Fig. 1: wire density map
20 x 20 tiles, from white (low) to dark blue (high), scaled to the fullest tile. Values are wire area over tile area, all layers added.
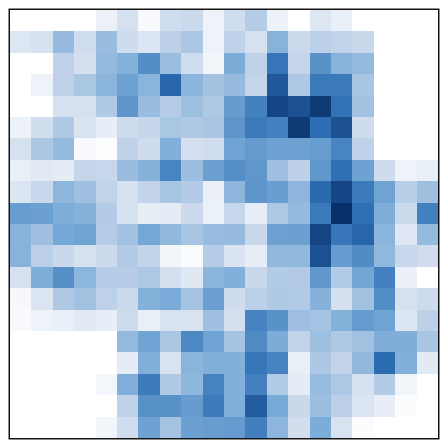
Fig. 2: pin map
Bar = 20 µm. Pins as bars across the die edge, other pins in gray.
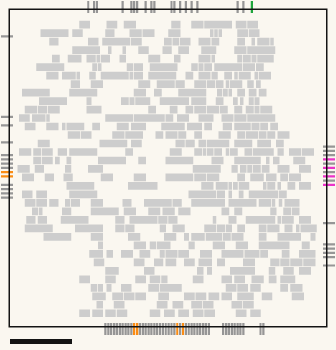
Fig. 3: selected gate families
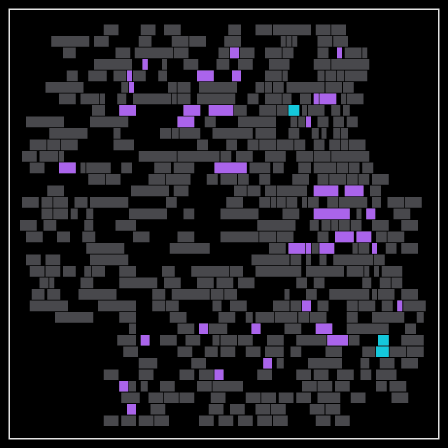
Fig. 4: layout detail
Bar = 5 µm. Window x 41 to 61, y 61 to 81 µm. Cells in gray, sequential cells in the stronger gray; small squares are vias.
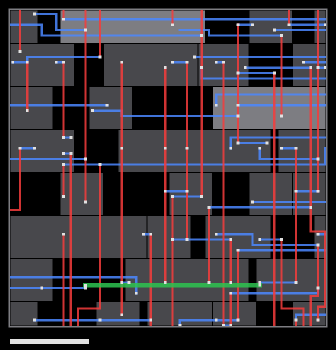
--- src/rtl/l2_bus_controller.sv ---
// l2_bus_controller: round-robin bus arbiter and transaction sequencer in
// front of a shared, direct-mapped L2 array. Serves one core request at a
// time, handles misses through a memory handshake, and writes back dirty
// victims before they are replaced.
//
// state   | meaning
// --------+-----------------------------------------------------------
// IDLE    | no transaction; grant the round-robin winner if any req
// LOOKUP  | read L2 at latched addr; hit completes, miss picks a path
// MEM_WB  | write the dirty victim back to memory
// MEM_RD  | fetch the requested line from memory
// INSTALL | write the new line (clean fill or dirty write-back) to L2
// RESP    | one-cycle completion pulse to the granted core
module l2_bus_controller #(
   parameter int NUM_CORES = 4,
   parameter int ADDR_W    = 6,
   parameter int INDEX_W   = 4,
   parameter int LINE_W    = 1
) (
   input  logic                          clk,
   input  logic                          reset_n,
   input  logic [NUM_CORES-1:0]          req,
   input  logic [2*NUM_CORES-1:0]        req_type,
   input  logic [ADDR_W*NUM_CORES-1:0]   req_addr,
   input  logic [LINE_W*NUM_CORES-1:0]   req_data,
   output logic [NUM_CORES-1:0]          grant,
   output logic [NUM_CORES-1:0]          resp_valid,
   output logic [LINE_W-1:0]             resp_data,
   output logic                          busy,
   output logic [ADDR_W-1:0]             l2_addr,
   output logic                          l2_valid,
   output logic [2+ADDR_W-INDEX_W+LINE_W-1:0] l2_update,
   input  logic [2+ADDR_W-INDEX_W+LINE_W-1:0] l2_lookup,
   output logic                          mem_req,
   output logic                          mem_we,
   output logic [ADDR_W-1:0]             mem_addr,
   output logic [LINE_W-1:0]             mem_wdata,
   input  logic                          mem_ready,
   input  logic [LINE_W-1:0]             mem_rdata,
   output logic [7:0]                    hit_count,
   output logic [7:0]                    miss_count
);

   localparam int TAG_W = ADDR_W - INDEX_W;
   localparam int ENT_W = 2 + TAG_W + LINE_W;
   localparam int ID_W  = (NUM_CORES > 1) ? $clog2(NUM_CORES) : 1;

   localparam logic [2:0] S_IDLE    = 3'd0;
   localparam logic [2:0] S_LOOKUP  = 3'd1;
   localparam logic [2:0] S_MEM_WB  = 3'd2;
   localparam logic [2:0] S_MEM_RD  = 3'd3;
   localparam logic [2:0] S_INSTALL = 3'd4;
   localparam logic [2:0] S_RESP    = 3'd5;

   localparam logic [1:0] BUS_RD   = 2'd0;
   localparam logic [1:0] BUS_RDX  = 2'd1;
   localparam logic [1:0] BUS_UPGR = 2'd2;
   localparam logic [1:0] BUS_WB   = 2'd3;

   localparam logic [1:0] L2_I = 2'd0;
   localparam logic [1:0] L2_C = 2'd1;
   localparam logic [1:0] L2_D = 2'd2;

   logic [2:0]        state_q, state_d;
   logic [ID_W-1:0]   last_q, last_d;
   logic [ID_W-1:0]   id_q, id_d;
   logic [1:0]        type_q, type_d;
   logic [ADDR_W-1:0] addr_q, addr_d;
   logic [LINE_W-1:0] data_q, data_d;
   logic [LINE_W-1:0] line_q, line_d;
   logic [TAG_W-1:0]  vic_tag_q, vic_tag_d;
   logic [LINE_W-1:0] vic_line_q, vic_line_d;
   logic [7:0]        hit_q, hit_d;
   logic [7:0]        miss_q, miss_d;

   logic              win_found;
   logic [ID_W-1:0]   win_id;

   logic [NUM_CORES-1:0] grant_c;
   logic [NUM_CORES-1:0] resp_valid_c;

   logic [1:0]         lk_state;
   logic [TAG_W-1:0]   lk_tag;
   logic [LINE_W-1:0]  lk_line;
   logic [TAG_W-1:0]   addr_tag;
   logic [INDEX_W-1:0] addr_idx;
   logic               lk_hit;
   logic               is_wb;

   assign lk_state = l2_lookup[ENT_W-1 -: 2];
   assign lk_tag   = l2_lookup[LINE_W +: TAG_W];
   assign lk_line  = l2_lookup[LINE_W-1:0];
   assign addr_tag = addr_q[ADDR_W-1:INDEX_W];
   assign addr_idx = addr_q[INDEX_W-1:0];
   assign lk_hit   = (lk_state != L2_I) && (lk_tag == addr_tag);
   assign is_wb    = (type_q == BUS_WB);

   // Round-robin search: first requester at or after last granted + 1.
   always_comb begin
      logic [ID_W-1:0] cand;
      win_found = 1'b0;
      win_id    = '0;
      cand      = '0;
      for (int k = 1; k <= NUM_CORES; k++) begin
         cand = ID_W'((int'(last_q) + k) % NUM_CORES);
         if (!win_found && req[cand]) begin
            win_found = 1'b1;
            win_id    = cand;
         end
      end
   end

   // Transaction sequencing, L2/memory port drive and counter updates.
   always_comb begin
      state_d      = state_q;
      last_d       = last_q;
      id_d         = id_q;
      type_d       = type_q;
      addr_d       = addr_q;
      data_d       = data_q;
      line_d       = line_q;
      vic_tag_d    = vic_tag_q;
      vic_line_d   = vic_line_q;
      hit_d        = hit_q;
      miss_d       = miss_q;
      grant_c      = '0;
      resp_valid_c = '0;
      resp_data    = '0;
      l2_addr      = '0;
      l2_valid     = 1'b0;
      l2_update    = '0;
      mem_req      = 1'b0;
      mem_we       = 1'b0;
      mem_addr     = '0;
      mem_wdata    = '0;

      case (state_q)
         S_IDLE: begin
            // Gating with reset_n keeps grant quiet while reset is held.
            if (win_found && reset_n) begin
               grant_c[win_id] = 1'b1;
               id_d   = win_id;
               type_d = req_type[2*win_id +: 2];
               addr_d = req_addr[ADDR_W*win_id +: ADDR_W];
               data_d = req_data[LINE_W*win_id +: LINE_W];
               line_d = '0;
               state_d = (req_type[2*win_id +: 2] == BUS_UPGR) ? S_RESP : S_LOOKUP;
            end
         end
         S_LOOKUP: begin
            l2_addr = addr_q;
            if (lk_hit) begin
               hit_d = (hit_q == 8'hFF) ? hit_q : hit_q + 8'd1;
               if (is_wb) begin
                  l2_valid  = 1'b1;
                  l2_update = {L2_D, addr_tag, data_q};
               end else begin
                  line_d = lk_line;
               end
               state_d = S_RESP;
            end else begin
               miss_d     = (miss_q == 8'hFF) ? miss_q : miss_q + 8'd1;
               vic_tag_d  = lk_tag;
               vic_line_d = lk_line;
               if (lk_state == L2_D)
                  state_d = S_MEM_WB;
               else if (is_wb)
                  state_d = S_INSTALL;
               else
                  state_d = S_MEM_RD;
            end
         end
         S_MEM_WB: begin
            mem_req   = 1'b1;
            mem_we    = 1'b1;
            mem_addr  = {vic_tag_q, addr_idx};
            mem_wdata = vic_line_q;
            if (mem_ready)
               state_d = is_wb ? S_INSTALL : S_MEM_RD;
         end
         S_MEM_RD: begin
            mem_req  = 1'b1;
            mem_addr = addr_q;
            if (mem_ready) begin
               line_d  = mem_rdata;
               state_d = S_INSTALL;
            end
         end
         S_INSTALL: begin
            l2_addr  = addr_q;
            l2_valid = 1'b1;
            l2_update = is_wb ? {L2_D, addr_tag, data_q} : {L2_C, addr_tag, line_q};
            state_d  = S_RESP;
         end
         S_RESP: begin
            resp_valid_c[id_q] = 1'b1;
            if (type_q == BUS_RD || type_q == BUS_RDX)
               resp_data = line_q;
            last_d  = id_q;
            state_d = S_IDLE;
         end
         default: state_d = S_IDLE;
      endcase
   end

   assign grant      = grant_c;
   assign resp_valid = resp_valid_c;
   assign busy       = (state_q != S_IDLE) || (|grant_c);
   assign hit_count  = hit_q;
   assign miss_count = miss_q;

   // State registers; async reset aborts any transaction in flight.
   always_ff @(posedge clk or negedge reset_n) begin
      if (!reset_n) begin
         state_q    <= S_IDLE;
         last_q     <= ID_W'(NUM_CORES - 1);
         id_q       <= '0;
         type_q     <= '0;
         addr_q     <= '0;
         data_q     <= '0;
         line_q     <= '0;
         vic_tag_q  <= '0;
         vic_line_q <= '0;
         hit_q      <= '0;
         miss_q     <= '0;
      end else begin
         state_q    <= state_d;
         last_q     <= last_d;
         id_q       <= id_d;
         type_q     <= type_d;
         addr_q     <= addr_d;
         data_q     <= data_d;
         line_q     <= line_d;
         vic_tag_q  <= vic_tag_d;
         vic_line_q <= vic_line_d;
         hit_q      <= hit_d;
         miss_q     <= miss_d;
      end
   end

endmodule

--- config.mk ---
export PLATFORM = sky130hd
export DESIGN_NAME = l2_bus_controller
export DESIGN_NICKNAME = d
export VERILOG_FILES = /design/src/rtl/l2_bus_controller.sv
export SDC_FILE = /design/constraint.sdc
export NUM_CORES = 1
export LEC_CHECK = 0
export CAP_MARGIN = 20
export CORE_MARGIN = 2
export CORE_UTILIZATION = 25
export CTS_CLUSTER_SIZE = 30
export DETAILED_ROUTE_END_ITERATION = 16
export PLACE_DENSITY_LB_ADDON = 0.1
export SYNTH_ARGS = -nofsm -noshare
export SYNTH_HDL_FRONTEND = slang
export SYNTH_SLANG_ARGS = --single-unit
--- constraint.sdc ---
create_clock -name clk -period 2.3 [get_ports clk]
set_clock_uncertainty 0.2 [all_clocks]
set_input_delay 0.575 -clock clk [delete_from_list [all_inputs] [get_ports clk]]
set_output_delay 0.575 -clock clk [all_outputs]
set_load 0.02 [all_outputs]
==> run_results.csv <==
group,metric,value,unit
yosys,syn-num-nets,297,
status,outcome,"finished, violations left",
finish,nClkBuffers,5,
sta,finalWorstSetupSlack,-0.526,ns
sta,slew_viol_final,0,
routing,wl_per_cell,14.5,µm
clock_tree,cts_root_buf,"clkbuf_8",
finish,final_cell_area,4640,µm²
flow_run,drv_cap,0,
critical_path,r2r-end,"hit_count[1]",
routing,drt_iter0_markers,37,
finish,fin_util,50.4,%
placement,dp_slack,-1.37,ns
power,swShare,40.1,%
yosys,avgSynthCellArea,9.61,µm²
sta,setup_viol,27,
sta,fmax,0.354,GHz
sta,period_minus_slack,2.83,ns
finish,layout.nets,471,
critical_path,crit_top_cell,"buf_6",
global_routing,met2_usage,27.2,%
yosys,netlist_top_cells_count,"34 x dfrtp_1, 26 x nand2_1, 18 x nor2_1, 16 x mux2_2, 15 x mux2i_1",
finish,num-nonclk-inverters,5,
power,p_clk_share,10.1,%
finish,fillCellCount,850,
yosys,yosys-stat-cells,246,
clock_tree,cts_buffers,5,
yosys,yosys_area,2360,µm²
critical_path,reg2reg_depth,9,
flow_run,warnings,29,
finish,syn2layout_area_growth,96.2,%
floorplan,initCoreUtil,25.7,%
yosys,netlist_area,2360,µm²
routing,first_pass_iters,4,
routing,met1_length,3300,µm
yosys,ys_ff,36,
finish,clock_area_share,2.40,%
power,pg_clk,0.560,mW
finish,diodes,0,
finish,finalNonFillerCells,532,
power,p_leak,2.02,nW
power,p_int,3.33,mW
sta,max-slew-margin-rel,66.7,%
critical_path,r2r-start,"state_q[2]",
power,p_comb,3.85,mW
routing,maxUsedRoutingLayer,"met4",
critical_path,crit_type,"primary input to primary output",
yosys,edf_count,0,
yosys,ys.flop_type,"dfrtp_1",
yosys,synth_warnings,0,
sta,rsz0062_at_grt,"yes",
global_routing,first_global_vias,2441,
finish,largest_class,"multi-input combinational cells",
yosys,synth.top_cells.by_area,"dfrtp_1 36%, mux2_2 7.6%, mux2i_1 6.3%, nand2_1 4.1%, xnor2_1 3.7%",
yosys,top_cell,"dfrtp_1",
finish,flop-count,36,
status,violations,"negative setup slack",
global_routing,grt_start_max_net_pins,37,
clock_tree,clkLatencyLatePin,0.28,ns
finish,sh_seq_area,19.5,%
finish,layout.cells.most_common,"buf_4",
critical_path,cp_max_fo,2,
clock_tree,h-tree-depth,2,
critical_path,critPathMaxStageDelay,0.49,ns
-- Fig. 1 (at the start) --
nearly empty tiles: 16%
fullest tile: 0.36
mean over tiles: 0.11
emptiest ninth of the die: south-west
Vias: 2418
total global-route track usage: 14.7%

-- Fig. 2 (at the start) --
| color | port | pins | direction | edge |
|---|---|---|---|---|
| green | `mem_ready` | 1 | input | north |
| magenta | `resp_valid` | 4 | output | east |
| orange | `l2_addr` | 6 | output | 4 south, 2 west |
all pins by edge: 47 south, 19 north, 16 east, 14 west
Port Buffers: 95
die height: 101 µm
Die X-Extent: 101 µm

-- Fig. 3 (at the start) --
| color | family | cells |
|---|---|---|
| purple | NOR gates | 37 |
| cyan | AND-OR and OR-AND gates | 3 |

-- Fig. 4 (at the start) --
| color | layer |
|---|---|
| green | metal 3 |
| red | metal 2 |
| blue | metal 1 |
most frequent: buf_4 (8), clkbuf_8 (3)
sequential cells in the window: 2
netlist names of flops here include: `miss_count` (1), `state_q` (1)
cells with their middle in the window: 27

Power is estimated from default activity; no workload was simulated.
